==> config.mk <==
export PLATFORM = sky130hd
export DESIGN_NAME = trace_tx
export DESIGN_NICKNAME = d
export VERILOG_FILES = /design/src/rtl/trace_pkg.sv /design/src/rtl/trace_fifo.sv /design/src/rtl/trace_tx.sv
export SDC_FILE = /design/constraint.sdc
export NUM_CORES = 1
export LEC_CHECK = 0
export CAP_MARGIN = 20
export CELL_PAD_IN_SITES_DETAIL_PLACEMENT = 1
export CELL_PAD_IN_SITES_GLOBAL_PLACEMENT = 1
export CORE_MARGIN = 10
export CORE_UTILIZATION = 44
export CTS_CLUSTER_DIAMETER = 30
export DETAILED_ROUTE_END_ITERATION = 10
export GPL_TIMING_DRIVEN = 0
export HOLD_SLACK_MARGIN = 0.15
export PLACE_DENSITY_LB_ADDON = 0.1
export SYNTH_ARGS = -nofsm -noshare
export SYNTH_HDL_FRONTEND = slang
export SYNTH_SLANG_ARGS = --single-unit
==> constraint.sdc <==
create_clock -name clk -period 3.2 [get_ports clk]
set_clock_uncertainty 0.05 [all_clocks]
set_input_delay 0.64 -clock clk [delete_from_list [all_inputs] [get_ports clk]]
set_output_delay 0.64 -clock clk [all_outputs]
set_load 0.03 [all_outputs]
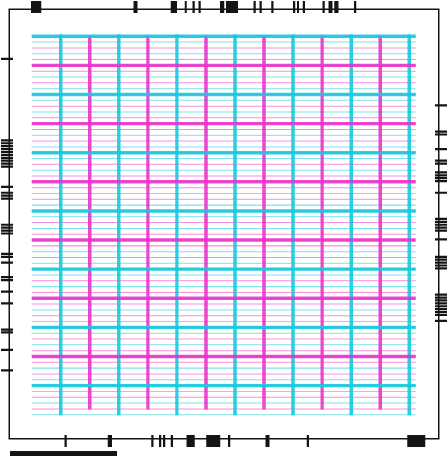
*Power grid*
Bar = 50 um. Pins as bars on the die edge.
Key: cyan = VSS; magenta = VDD
125 signal pins sit on the boundary. 13 straps on met5. 66 met1 rails follow the rows. The core has 65 rows. 13 straps on met4.
Die Wd: 200 um
Max VDD drop: 0.563 mV
Core Footprint: 31700 um2
die height: 200 um

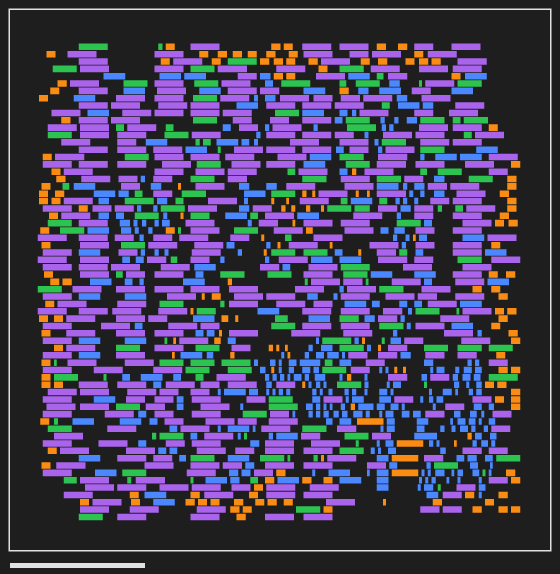
*Cells colored by class*
Bar = 50 um.
Key: blue = all other logic [cells 368, share of their area 20%]; green = clock drivers and dummy loads [cells 141, share of their area 14%]; purple = flip-flops [cells 379, share of their area 57%]; orange = other buffers and delay cells [cells 174, share of their area 8.5%]
Final Cell Area: 18700 um2
register share of the cell area: 0.555
Layout Utilization: 0.590
Cell Rows: 65

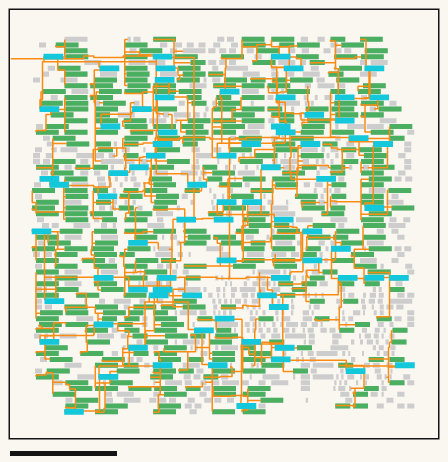
*Clock network drawn from the DEF*
Bar = 50 um.
Key: green = flip-flops [count 379]; cyan = cells driving clock nets [count 76]; orange = clock wires [length 5130 um]
There are 77 routed clock nets. Position of the flops: widely spread.
Clock power frac: 0.443
later-pin clock latency in the skew report: 560 ps
P_clk: 0.00794 W

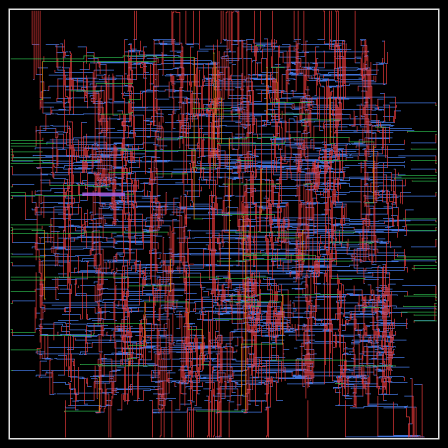
*Metal layers overlaid*
Key: blue = met1 [wire length 15700 um]; green = met3 [wire length 1920 um]; orange = met4 [wire length 631 um]; red = met2 [wire length 17800 um]; purple = met5 [wire length 18.4 um]
Routed WL per cell: 24.6 um
Routed WL: 36000 um
Tot GR Track Use: 0.183

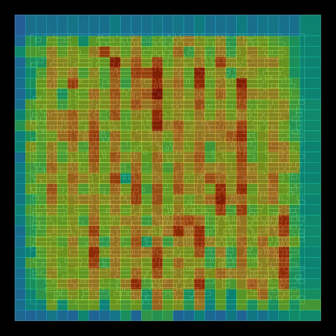
*Congestion heat map*
GRT busiest layer: met2
met3 Use GR: 0.0439
routing usage on met2: 0.305
GR Util met1: 0.234

==> out/qor.yml <==
crit_arrival_ps: 3350
finalHoldViolCount: 0
fp_util: 0.449
grt_max_degree: 42
nets: 1084
firstDrtPassIters: 5
ys_warn_count: 0
placed_cells_incl_taps: 1323
cts_hold_buf: 0
dr.max_layer_used: "met5"
ant_nets: 0
required_ps: 3600
clkTransAtPathRegs_ps: 50
top_cells_by_area: "edfxtp_1 (59%), dfxtp_1 (14%), mux4_2 (11%), a22o_1 (2.3%), o221a_2 (2.1%)"
largest_reg_flops: 280
r2r_slack_ps: 250
fin_crit_ps: 2950
cap_violations: 0
relSlewSlack: 0.402
drtIter0Drc: 476
tns_ps: 0
async_flop_share: 0
hp-class: "reg -> reg"
layout_top_cells: "edfxtp_1 (280), clkdlybuf4s50_1 (123), dfxtp_1 (99)"
path_class: "reg -> reg"
ios: 125
ys_cells: 794
synth_area_per_cell_um2: 17.9
netlist_area_um2: 14200
die_area_um2: 40000
final_common_cell: "edfxtp_1"
grt_pass1_vias: 9256
io_buffers: 123
grt_setup_unrepaired: "no"
startpoint_type: "flop"
whs_path_depth: 1
met1Wirelength_um: 15700
yosysMostFrequentCell: "edfxtp_1"
wl_met2_um: 17800
outcome: "finished, final reports clean"
fmax_ghz: 0.339
finalCritPeriodShare: 0.922
fin_cells: 1465
ys_seq_share: 0.729
route.met3.wl_um: 1920
cp-end-kind: "flop"
slowest_stage: "clkbuf_1"
hpwlAfterDp_um: 22600
post-cts-setup-buffers: 0
synth-edff-count: 280
syn_to_final_growth_pct: 31.4
cpLargestDelayFamily: "buffers and inverters"
reg2regPathDepth: 9
yosys_area_um2: 14200
gp_congestion: 0.791
p_int_w: 0.0128
syn_inst: 794
slew_viol_final: 0
power.leakage_nw: 6.31
p_switching_w: 0.00515
cp_max_fo: 10
num_vias: 8374
slowest_delay_ps: 570
avgViaCountPerCell: 5.72
synth.distinct_cells: 54
drive_gt1_frac: 0.235
cts-htree-levels: 3
cts_tree: "built"
overflow: 0
ys_ff: 379
grt_pass1_wl_um: 55700
synth.top_cells.by_count: "edfxtp_1 (280), dfxtp_1 (99), mux4_2 (70), a21oi_1 (42), a22o_1 (37)"
finalSetupViolations: 0
ff_type: "edfxtp_1"
power.switching_fraction: 0.288
syn-num-nets: 879
antenna_found_initial: 2
pwr-share-comb: 0.205
yosys.area.top_type: "edfxtp_1"
numClockSinks: 379
numCtsBuffers: 76
cp.depth: 9
seq_power_share: 0.351
tightest_slew_ps: 897
power_density_nw_per_um2: 956
drc: 0
crit_buf_inv: 4
log.warning_count: 33
top_area_frac: 0.590
cts.path.max_buffers: 3
cpMostUsedCell: "clkbuf_1"
cts_root_buf: "clkbuf_16"
path_cells: "inv_1 > ha_1 > buf_2 > nor3_1 > a21o_1 > clkbuf_1 > clkbuf_1 > a21oi_1 > o221a_2"
-- power groups by stage --
stage | clock, W | combinational (W) | sequential, W
floorplan | 0 | 0.00195 | 0.00664
global placement | 0 | 0.00359 | 0.00634
detailed placement | 0 | 0.00368 | 0.00636
CTS | 0.00806 | 0.00374 | 0.00629
global route | 0.00835 | 0.00397 | 0.00634
finish | 0.00794 | 0.00368 | 0.00629
-- metrics by stage --
stage,instance area (um2),hold slack [ps],util,worst slack [ps],total power (W)
final,18700,422,0.590,249,0.0179
after CTS,18700,426,0.590,24.6,0.0181
after detailed placement,16100,412,0.508,38.1,0.0100
after global routing,18700,440,0.590,42.3,0.0187
after floorplan,14300,387,-,631,0.00859
after global placement,16000,406,0.504,-443,0.00993
-- worst register-to-register path: stages, from the launching register on --
cell and delay (ps):
dfxtp_1 390, inv_1 110, ha_1 200, buf_2 170
nor3_1 310, a21o_1 180, clkbuf_1 510, clkbuf_1 580
a21oi_1 180, o221a_2 170
-- layout make-up --
class / instances / area, um2
Sequential cell: 379 / 10400
Tap cell: 402 / 503
Fill cell: 2832 / 13000
Inverter: 7 / 26.3
Multi-Input combinational cell: 361 / 3640
Clock buffer: 89 / 1970
Timing Repair Buffer: 127 / 1340
Antenna cell: 1 / 2.50
Clock inverter: 52 / 639
Buffer: 47 / 201
-- cells by family (layout without fill, tap and decap cells) --
family          count (synthesis)  after routing  synth area share
mux                            73             73             0.113
compound gates                173            173            0.0903
xor+xnor                       11             11           0.00676
simple gates                   93             93            0.0356
flops                         379            379             0.729
fa+ha+maj                      11             11           0.00966
buf+inv                        54            322            0.0157
other cells                     0              1                 0
-- what timing repair did --
action                     in CTS  in global routing
setup endpoints to repair       0                 21
gates resized                   0                  6
hold endpoints to repair        0                  0
Power and IR drop assume default switching activity.
